File: src/rtl/datapath_bird_pkg.sv
// Shared definitions for the bird datapath: control-state codes from the bird
// control FSM, VGA colour codes, sprite-painter phases and the clamped step.
package datapath_bird_pkg;

    // Control-state codes driven by the bird control FSM
    localparam logic [2:0] ST_STOP    = 3'b001;
    localparam logic [2:0] ST_START   = 3'b010;
    localparam logic [2:0] ST_FALLING = 3'b011;
    localparam logic [2:0] ST_RAISING = 3'b110;
    localparam logic [2:0] ST_DRAW    = 3'b111;

    // VGA colour codes
    localparam logic [2:0] COLOUR_BG   = 3'b000;
    localparam logic [2:0] COLOUR_BIRD = 3'b110;

    // Sprite painter phases
    typedef enum logic [1:0] {
        PH_IDLE  = 2'd0,
        PH_ERASE = 2'd1,
        PH_DRAW  = 2'd2
    } paint_phase_e;

    // One vertical step of the bird. Computed in 8 bits so neither direction
    // can wrap: rising saturates at row 0, falling saturates at max_y.
    function automatic logic [6:0] next_bird_y(
        input logic [6:0] cur_y,
        input logic       rising,
        input logic [7:0] step,
        input logic [7:0] max_y
    );
        logic [7:0] wide;
        logic [7:0] result;
        wide = {1'b0, cur_y};
        if (rising) begin
            result = (wide < step) ? 8'd0 : wide - step;
        end else begin
            result = wide + step;
            if (result > max_y) begin
                result = max_y;
            end
        end
        return result[6:0];
    endfunction

endpackage

File: src/rtl/datapath_bird_sprite_painter.sv
// Erase/redraw sequencer for the bird sprite: SIZE*SIZE pixels of background
// at old_y, then SIZE*SIZE pixels of bird colour at new_y, one pixel per cycle.
module datapath_bird_sprite_painter
    import datapath_bird_pkg::*;
#(
    parameter int SIZE   = 4,
    parameter int BIRD_X = 20
) (
    input  logic       clk,
    input  logic       resetn,
    input  logic       start,
    input  logic [6:0] old_y,
    input  logic [6:0] new_y,
    output logic [7:0] x,
    output logic [6:0] y,
    output logic [2:0] colour,
    output logic       plot,
    output logic       busy
);

    localparam int LOG_SIZE = $clog2(SIZE);
    localparam int CNT_W    = 2 * LOG_SIZE;
    // SIZE is a power of two, so the last pixel index is all ones
    localparam logic [CNT_W-1:0] CNT_LAST = '1;
    localparam logic [7:0]       COL_BASE = 8'(BIRD_X);

    paint_phase_e        phase_q, phase_d;
    logic [CNT_W-1:0]    cnt_q, cnt_d;
    logic [LOG_SIZE-1:0] col;
    logic [LOG_SIZE-1:0] row;

    // Column is the fast half of the pixel counter, row the slow half
    assign col = cnt_q[LOG_SIZE-1:0];
    assign row = cnt_q[CNT_W-1:LOG_SIZE];

    // Phase register and pixel counter
    always_ff @(posedge clk) begin
        if (!resetn) begin
            phase_q <= PH_IDLE;
            cnt_q   <= '0;
        end else begin
            phase_q <= phase_d;
            cnt_q   <= cnt_d;
        end
    end

    // Next phase: walk the full sprite once in ERASE, once in DRAW
    always_comb begin
        phase_d = phase_q;
        cnt_d   = cnt_q;
        case (phase_q)
            PH_IDLE: begin
                cnt_d = '0;
                if (start) begin
                    phase_d = PH_ERASE;
                end
            end
            PH_ERASE: begin
                cnt_d = cnt_q + 1'b1;
                if (cnt_q == CNT_LAST) begin
                    phase_d = PH_DRAW;
                end
            end
            PH_DRAW: begin
                cnt_d = cnt_q + 1'b1;
                if (cnt_q == CNT_LAST) begin
                    phase_d = PH_IDLE;
                end
            end
            default: begin
                phase_d = PH_IDLE;
                cnt_d   = '0;
            end
        endcase
    end

    // Pixel outputs decoded from the current phase; all zero while idle
    always_comb begin
        x      = '0;
        y      = '0;
        colour = COLOUR_BG;
        plot   = 1'b0;
        busy   = 1'b0;
        case (phase_q)
            PH_ERASE: begin
                x      = COL_BASE + 8'(col);
                y      = old_y + 7'(row);
                colour = COLOUR_BG;
                plot   = 1'b1;
                busy   = 1'b1;
            end
            PH_DRAW: begin
                x      = COL_BASE + 8'(col);
                y      = new_y + 7'(row);
                colour = COLOUR_BIRD;
                plot   = 1'b1;
                busy   = 1'b1;
            end
            default: begin
                x      = '0;
                y      = '0;
                colour = COLOUR_BG;
                plot   = 1'b0;
                busy   = 1'b0;
            end
        endcase
    end

endmodule

File: src/rtl/datapath_bird.sv
// Bird datapath: frame-tick divider, bird Y position and rise timing,
// ceiling/ground/pipe collision, and the sprite erase/redraw trigger.
module datapath_bird
    import datapath_bird_pkg::*;
#(
    parameter int SIZE        = 4,
    parameter int START_Y     = 56,
    parameter int BIRD_X      = 20,
    parameter int GROUND_Y    = 116,
    parameter int STEP        = 2,
    parameter int RISE_FRAMES = 6,
    parameter int FRAME_DIV   = 833333,
    parameter int PIPE_W      = 8,
    parameter int GAP_H       = 32
) (
    input  logic       clk,
    input  logic       resetn,
    input  logic [2:0] state,
    input  logic       press_key,
    input  logic [7:0] pipe_x,
    input  logic [6:0] pipe_gap_y,
    output logic       flag,
    output logic       touched,
    output logic       busy,
    output logic [7:0] x,
    output logic [6:0] y,
    output logic [2:0] colour,
    output logic       plot
);

    localparam int                TICK_W     = (FRAME_DIV > 1) ? $clog2(FRAME_DIV) : 1;
    localparam logic [TICK_W-1:0] TICK_LAST  = TICK_W'(FRAME_DIV - 1);
    localparam int                RISE_W     = $clog2(RISE_FRAMES + 1);
    localparam logic [RISE_W-1:0] RISE_SAT   = RISE_W'(RISE_FRAMES);
    localparam logic [6:0]        START_ROW  = 7'(START_Y);
    localparam logic [7:0]        STEP_PX    = 8'(STEP);
    localparam logic [7:0]        FLOOR_ROW  = 8'(GROUND_Y - SIZE);
    localparam logic [7:0]        GROUND_ROW = 8'(GROUND_Y);
    localparam logic [7:0]        SIZE_PX    = 8'(SIZE);
    localparam logic [7:0]        GAP_PX     = 8'(GAP_H);
    localparam logic [8:0]        BIRD_LEFT  = 9'(BIRD_X);
    localparam logic [8:0]        BIRD_RIGHT = 9'(BIRD_X + SIZE);
    localparam logic [8:0]        PIPE_PX    = 9'(PIPE_W);

    logic [TICK_W-1:0] tick_cnt_q, tick_cnt_d;
    logic              move_pending_q, move_pending_d;
    logic [6:0]        bird_y_q, bird_y_d;
    logic [6:0]        old_y_q, old_y_d;
    logic [RISE_W-1:0] rise_cnt_q, rise_cnt_d;
    logic              flap_l_q, flap_l_d;
    logic              key_prev_q, key_prev_d;
    logic [2:0]        state_prev_q, state_prev_d;
    logic              start_req_q, start_req_d;
    logic              check_q, check_d;
    logic              flag_q, flag_d;
    logic              touched_q, touched_d;

    logic painter_busy;
    logic tick;
    logic in_motion;
    logic entering_start;
    logic entering_rise;
    logic draw_req;
    logic req_go;
    logic move_go;
    logic paint_start;
    logic key_edge;
    logic hit;

    logic [8:0] pipe_left;
    logic [8:0] pipe_right;
    logic [7:0] bird_top;
    logic [7:0] bird_bottom;
    logic [7:0] gap_top;
    logic [7:0] gap_bottom;
    logic       x_overlap;
    logic       in_gap;

    datapath_bird_sprite_painter #(
        .SIZE   (SIZE),
        .BIRD_X (BIRD_X)
    ) u_painter (
        .clk    (clk),
        .resetn (resetn),
        .start  (paint_start),
        .old_y  (old_y_q),
        .new_y  (bird_y_q),
        .x      (x),
        .y      (y),
        .colour (colour),
        .plot   (plot),
        .busy   (painter_busy)
    );

    assign busy    = painter_busy;
    assign flag    = flag_q;
    assign touched = touched_q;

    // Event decode: frame tick, state entries, key edge and who may start a paint.
    // A START redraw has priority; a move waits (pending kept) until the painter is free.
    always_comb begin
        tick           = (tick_cnt_q == TICK_LAST);
        in_motion      = (state == ST_RAISING) || (state == ST_FALLING);
        entering_start = (state == ST_START) && (state_prev_q != ST_START);
        entering_rise  = (state == ST_RAISING) && (state_prev_q != ST_RAISING);
        draw_req       = entering_start || start_req_q;
        req_go         = draw_req && !painter_busy;
        move_go        = in_motion && move_pending_q && !painter_busy && !draw_req;
        paint_start    = req_go || move_go;
        key_edge       = press_key && !key_prev_q;
    end

    // Collision test on the current bird position against ceiling, ground and pipe
    always_comb begin
        pipe_left   = {1'b0, pipe_x};
        pipe_right  = pipe_left + PIPE_PX;
        bird_top    = {1'b0, bird_y_q};
        bird_bottom = bird_top + SIZE_PX;
        gap_top     = {1'b0, pipe_gap_y};
        gap_bottom  = gap_top + GAP_PX;
        x_overlap   = (BIRD_LEFT < pipe_right) && (pipe_left < BIRD_RIGHT);
        in_gap      = (bird_top >= gap_top) && (bird_bottom <= gap_bottom);
        hit         = (bird_y_q == 7'd0) || (bird_bottom >= GROUND_ROW) || (x_overlap && !in_gap);
    end

    // Next-state for the tick divider, position, rise counter, flap latch and flags
    always_comb begin
        // NOTE: every _d takes its held value first, so no branch can leave one unassigned and infer a latch.
        tick_cnt_d     = tick ? '0 : tick_cnt_q + 1'b1;
        move_pending_d = move_pending_q;
        bird_y_d       = bird_y_q;
        old_y_d        = old_y_q;
        rise_cnt_d     = rise_cnt_q;
        flap_l_d       = flap_l_q;
        key_prev_d     = press_key;
        state_prev_d   = state;
        start_req_d    = draw_req && !req_go;
        check_d        = move_go;
        flag_d         = 1'b0;
        touched_d      = touched_q;

        // A tick in the same cycle as a move re-arms the pending move
        if (move_go) begin
            move_pending_d = 1'b0;
        end
        if (tick) begin
            move_pending_d = 1'b1;
        end
        if (state == ST_STOP) begin
            move_pending_d = 1'b0;
        end

        if (entering_rise) begin
            rise_cnt_d = '0;
        end

        if (state == ST_FALLING) begin
            if (key_edge) begin
                flap_l_d = 1'b1;
            end
        end else begin
            flap_l_d = 1'b0;
        end

        if (state == ST_START) begin
            bird_y_d   = START_ROW;
            rise_cnt_d = '0;
            if (entering_start) begin
                old_y_d = bird_y_q;
            end
        end

        if (move_go) begin
            old_y_d  = bird_y_q;
            bird_y_d = next_bird_y(bird_y_q, state == ST_RAISING, STEP_PX, FLOOR_ROW);
            if ((state == ST_RAISING) && (rise_cnt_d != RISE_SAT)) begin
                rise_cnt_d = rise_cnt_d + 1'b1;
            end
        end

        case (state)
            ST_RAISING:                  flag_d = (rise_cnt_q >= RISE_SAT);
            ST_FALLING:                  flag_d = flap_l_q;
            ST_START, ST_STOP, ST_DRAW:  flag_d = 1'b0;
            default:                     flag_d = 1'b0;
        endcase

        if (state == ST_START) begin
            touched_d = 1'b0;
        end else if (check_q && hit) begin
            touched_d = 1'b1;
        end
    end

    // State registers with synchronous active-low reset
    always_ff @(posedge clk) begin
        // NOTE: non-blocking assignments so every flop samples pre-edge values and updates together.
        if (!resetn) begin
            tick_cnt_q     <= '0;
            move_pending_q <= 1'b0;
            bird_y_q       <= START_ROW;
            old_y_q        <= START_ROW;
            rise_cnt_q     <= '0;
            flap_l_q       <= 1'b0;
            key_prev_q     <= 1'b0;
            state_prev_q   <= 3'b000;
            start_req_q    <= 1'b0;
            check_q        <= 1'b0;
            flag_q         <= 1'b0;
            touched_q      <= 1'b0;
        end else begin
            tick_cnt_q     <= tick_cnt_d;
            move_pending_q <= move_pending_d;
            bird_y_q       <= bird_y_d;
            old_y_q        <= old_y_d;
            rise_cnt_q     <= rise_cnt_d;
            flap_l_q       <= flap_l_d;
            key_prev_q     <= key_prev_d;
            state_prev_q   <= state_prev_d;
            start_req_q    <= start_req_d;
            check_q        <= check_d;
            flag_q         <= flag_d;
            touched_q      <= touched_d;
        end
    end

endmodule

File: config.mk
export PLATFORM = sky130hd
export DESIGN_NAME = datapath_bird
export DESIGN_NICKNAME = d
export VERILOG_FILES = /design/src/rtl/datapath_bird_pkg.sv /design/src/rtl/datapath_bird_sprite_painter.sv /design/src/rtl/datapath_bird.sv
export SDC_FILE = /design/constraint.sdc
export NUM_CORES = 1
export LEC_CHECK = 0
export CAP_MARGIN = 40
export CELL_PAD_IN_SITES_DETAIL_PLACEMENT = 0
export CELL_PAD_IN_SITES_GLOBAL_PLACEMENT = 1
export CORE_UTILIZATION = 42
export CTS_CLUSTER_SIZE = 30
export DETAILED_ROUTE_END_ITERATION = 7
export HOLD_SLACK_MARGIN = 0.15
export PLACE_DENSITY = 0.92
export RECOVER_POWER = 100
export SLEW_MARGIN = 20
export SYNTH_ARGS = -nofsm -noshare
export SYNTH_HDL_FRONTEND = slang
export SYNTH_SLANG_ARGS = --single-unit
File: constraint.sdc
create_clock -name clk -period 3.3 [get_ports clk]
set_input_delay 0.66 -clock clk [delete_from_list [all_inputs] [get_ports clk]]
set_output_delay 0.66 -clock clk [all_outputs]
set_load 0.02 [all_outputs]
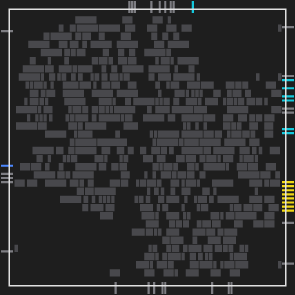
Run 1: I/O pins on the die edge
Drawn at 3 px/um. Pins as bars across the die edge, other pins in gray.
color	port	pins	direction	edge
cyan	y	7	output	6 east, 1 north
blue	press_key	1	input	west
yellow	pipe_x	8	input	east

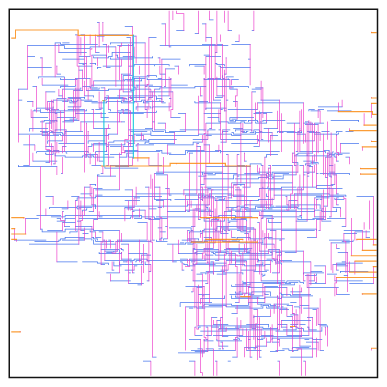
Run 1: metal layers overlaid
Drawn at 4 px/um.
color	layer	wire length
magenta	M2	3020 um
blue	M1	3190 um
orange	M3	208 um
cyan	M4	46.9 um

==> flow_summary.yaml, run 1 <==
# implementation run metrics
worst_setup_path:
  r2r_setup_slack_ns: 0.50
  crit_path_start_kind: "register"
  slowest_delay_ns: 0.44
  crit_family: "adder cells"
  cp_cell_sequence: "inv_1 > ha_1 > mux2_2 > inv_1 > fa_1 > a21oi_2 > and3_1 > o21a_1 > dlygate4sd2_1"
  crit_slowest_cell: "fa_1"
  rr_startpoint: "bird_y_q[3]"
  rr_endpoint: "touched"
  r2r_cells: 10
  cp.required_ns: 2.64
hold_path:
  min_to: "move_pending_q"
  hold_class: "reg -> reg"
place:
  dp_hpwl_mm: 5.02
  place_ws_ns: 0.156
  placed_area_sq_um: 3810
  gp_congestion: 0.841
power:
  maxPowerGroup: "registers"
  powerDensity_nw_per_um2: 336
  total_power_w: 0.00129
  p_leak_nw: 1.49
  power_frac_comb_pct: 24.1
clock_tree:
  post_cts_resized: 3
  root_buffer: "clkbuf_8"
  ctsLongestPathBuffers: 2
  cts_tree: "done"
  clock-sinks: 51
  htreeDepth: 2
  cts_hold_buf: 0
  cts_setup_buffers: 0
finish:
  diodes: 0
  final_cells: 534
  most-common-layout-cells: "dfxtp_1 (51), nor2_1 (34), nand2_1 (31)"
  top_register: "tick_cnt_q"
  finalCoreUtilization_pct: 49.5
  drive_gt1_share_pct: 6.94
  largest_reg_flops: 20
  nets: 483
  nFillCells: 758
  ff_latch_area_sq_um: 1020
  postLayoutCellArea_sq_um: 3840
die:
  die_area_sq_um: 8410
  die_h_um: 91.7
  std_cell_rows: 32
global_route:
  antenna_found_initial: 0
  grtUsageTotal_pct: 16.4
  grt_overflow_total: 0
  grt_pass1_vias: 2645
  grt_max_degree: 20
flow_run:
  tool_warnings: 37
timing:
  tns_ns: 0
  fin_crit_sh_pct: 94.4
  worst_pin_slew_ns: 0.779
  rsz0062_at_grt: "false"
  fin_ws_ns: 0.183
  layout_min_cycle_time_ns: 3.12
  slew_viol_final: 0
  hold_violations: 0
  whs_ns: 0.466
  setup_viol: 0
yosys:
  async_flop_share_pct: 0
  synth_top_cell_by_count: "dfxtp_1"
  mux_share_pct: 3.89
  synthXorXnorAreaFrac_pct: 8.33
  netlist_area_sq_um: 3380
  synth.largest_area_cell: "dfxtp_1"
  compound_area_share_pct: 11.7
  fa_ha_area_share_pct: 11.7
  ys_cells: 397
  yosys_warnings: 0
  ys_chip_area_sq_um: 3380
  syn_inst: 397
outcome:
  status: "complete, no violations"
detailed_routing:
  via_per_inst: 5.16
  drt-pass1-iter-count: 4
  drt_iter0_drc: 115
  vias: 2754
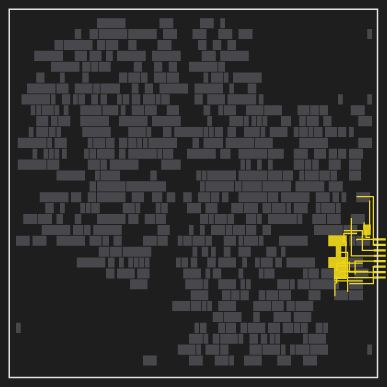
Run 1: port wiring
Drawn at 4 px/um.
color	port	bits	direction	edge	end cells	buffers	wire
yellow	pipe_x	8	input	east	5	8	161 um
IO Count: 43
Port Buffers: 37

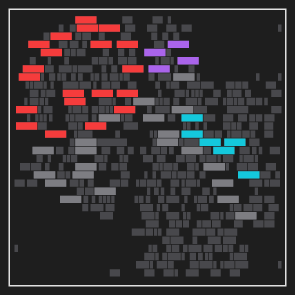
Run 1: sequential cells colored by netlist name
Drawn at 3 px/um. Other sequential cells in the stronger gray, the rest of the logic in the fainter gray.
color	netlist name	placed flops
red	tick_cnt_q	20
cyan	old_y_q	6
purple	u_painter.cnt_q	4
not colored	21

[run 1: worst max path at each step]
stage,start,to,depth (start not counted)
3_3_place_gp,u_painter.phase_q[0],y[6],9
5_1_grt,u_painter.phase_q[0],y[3],8
6_report,u_painter.phase_q[0],y[6],9
4_1_cts,u_painter.phase_q[0],y[2],8
3_5_place_dp,u_painter.phase_q[0],y[6],9
2_1_floorplan,u_painter.phase_q[0],y[6],9
[run 1: cell type report]
type	count	area share [%]
Clock buffer	7	1.99
Clock inverter	1	0.130
Inverter	27	2.64
Multi-Input combinational cell	300	54.6
Sequential cell	51	26.6
Tap cell	102	3.32
Timing Repair Buffer	46	10.7
[run 1: layer usage]
layer	GRT usage [%]	share of wire [%]
met1	20.7	49
met2	28.9	47
met3	2.82	3.2
met4	3.91	0.71
met5	0	0
Run 1, routing congestion map:
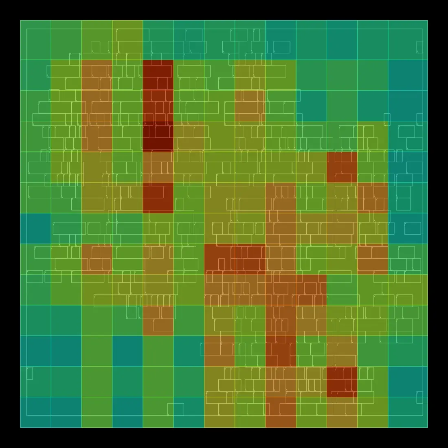

==> inputs of run 2 (changes only) <==
--- a/config.mk
+++ b/config.mk
@@ -5,10 +5,11 @@
 export SDC_FILE = /design/constraint.sdc
 export NUM_CORES = 1
 export LEC_CHECK = 0
+export ABC_AREA = 1
 export CAP_MARGIN = 40
 export CELL_PAD_IN_SITES_DETAIL_PLACEMENT = 0
 export CELL_PAD_IN_SITES_GLOBAL_PLACEMENT = 1
-export CORE_UTILIZATION = 42
+export CORE_UTILIZATION = 40
 export CTS_CLUSTER_SIZE = 30
 export DETAILED_ROUTE_END_ITERATION = 7
 export HOLD_SLACK_MARGIN = 0.15
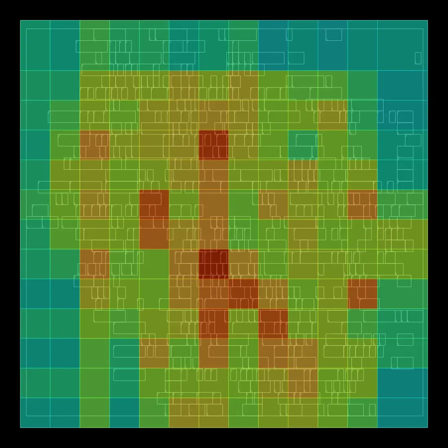
Run 2: routing congestion map
GR peak layer: met2
met2 Track Usage GR: 28.4%
Total GRT Usage: 17.2%

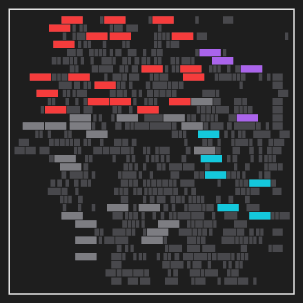
Run 2: sequential cells colored by netlist name
Drawn at 3 px/um. Other sequential cells in the stronger gray, the rest of the logic in the fainter gray.
color	netlist name	placed flops
red	tick_cnt_q	20
purple	u_painter.cnt_q	4
cyan	old_y_q	6
not colored	21
Flop area: 1020 sq um
fraction of area in registers: 26.1%
Finished Core Util: 47.5%
Seq group: 0.000653 W

==> run 2 against run 1 <==
Effect of this change:
- synthesized cell count up 25%
- register-to-register slack better by 0.34 ns
- sequential share of layout area down 0.53 points
- highest routed layer unchanged
- fmax down 0.56%
- routed wire length up 11%
==> flow_summary.yaml, run 2 <==
# implementation run metrics
outcome:
  status: "complete, no violations"
yosys:
  edf_count: 0
  compound_area_share_pct: 12.8
  synthXorXnorAreaFrac_pct: 3.84
  synth.largest_area_cell: "dfxtp_1"
  synth_top_cell_by_count: "nand2_1"
  ys_cells: 496
  yosys_warnings: 0
  netlist_area_sq_um: 3420
  syn_inst: 496
  fa_ha_area_share_pct: 11.6
  async_flop_share_pct: 0
  yosys.cell_types.count: 42
clock_tree:
  ctsLongestPathBuffers: 2
  htreeDepth: 2
  root_buffer: "clkbuf_8"
  clock-sinks: 51
  cts_tree: "done"
place:
  place_ws_ns: -0.0366
  placed_area_sq_um: 3880
  gp_congestion: 0.825
  dp_hpwl_mm: 5.49
  io_buffers: 37
global_route:
  grtUsageMet3_pct: 2.74
  grt_max_degree: 21
  antenna_found_initial: 0
  grt_pass1_vias: 2814
  grt_use_met1_pct: 23.4
worst_setup_path:
  crit_family: "adder cells"
  slowest_delay_ns: 0.38
  r2r_cells: 15
  crit_path_start_kind: "register"
  r2r_setup_slack_ns: 0.84
  rr_startpoint: "bird_y_q[3]"
  rr_endpoint: "touched"
  critPathLaunch: "u_painter.phase_q[0]"
  cp.required_ns: 2.64
  endpoint: "y[4]"
  cp_cell_sequence: "inv_1 > ha_1 > o21ai_1 > inv_1 > fa_1 > inv_1 > nand2_1 > nor2_1 > nor2_1 > nor3_1 > dlygate4sd2_1"
  crit_slowest_cell: "fa_1"
detailed_routing:
  m1WireLength_mm: 3.62
  top_layer: "met4"
  drt-pass1-iter-count: 4
  drt_iter0_drc: 246
  via_per_inst: 4.85
  dr_wl_met2_mm: 3.25
  wl_per_cell_um: 11.2
  routed-wl-met3_um: 260
power:
  total_power_w: 0.00142
  p_leak_nw: 1.79
timing:
  fin_ws_ns: 0.166
  rsz0062_at_grt: "true"
  slew_viol_final: 0
  hold_violations: 0
  setup_viol: 0
  worst_pin_slew_ns: 0.702
  whs_ns: 0.447
  tns_ns: 0
finish:
  nets: 585
  postLayoutCellArea_sq_um: 3920
  diodes: 0
  largest_reg_flops: 20
  final_cells: 639
  drive_gt1_share_pct: 6.74
hold_path:
  hold_class: "reg -> reg"
  min_to: "touched"
die:
  std_cell_rows: 33
  die_area_sq_um: 8920
  die_h_um: 94.4
flow_run:
  tool_warnings: 38
run 2: cell type report:
| cell class | instances | area (sq um) |
|---|---|---|
| fill | 861 | 4340 |
| multi-input combinational | 355 | 1980 |
| sequential | 51 | 1020 |
| timing repair buffer | 43 | 394 |
| inverter | 77 | 290 |
| tap | 105 | 131 |
| clock buffer | 5 | 68.8 |
| clock inverter | 3 | 28.8 |
run 2: report_power, final:
part / internal [W] / switching (W) / total [W] / leakage [nW]
Sequential: 0.000637 / 0.0000161 / 0.000653 / 0.414
Combinational: 0.000145 / 0.000220 / 0.000365 / 1.33
Clock: 0.000158 / 0.000239 / 0.000397 / 0.0502
run 2: timing repair:
action                     4_1_cts  5_1_grt
hold buffers                     0        0
setup buffers                    0        0
setup endpoints to repair        4        2
resized                          8        4
No activity file was given, so power comes from the tool's default toggle rates.
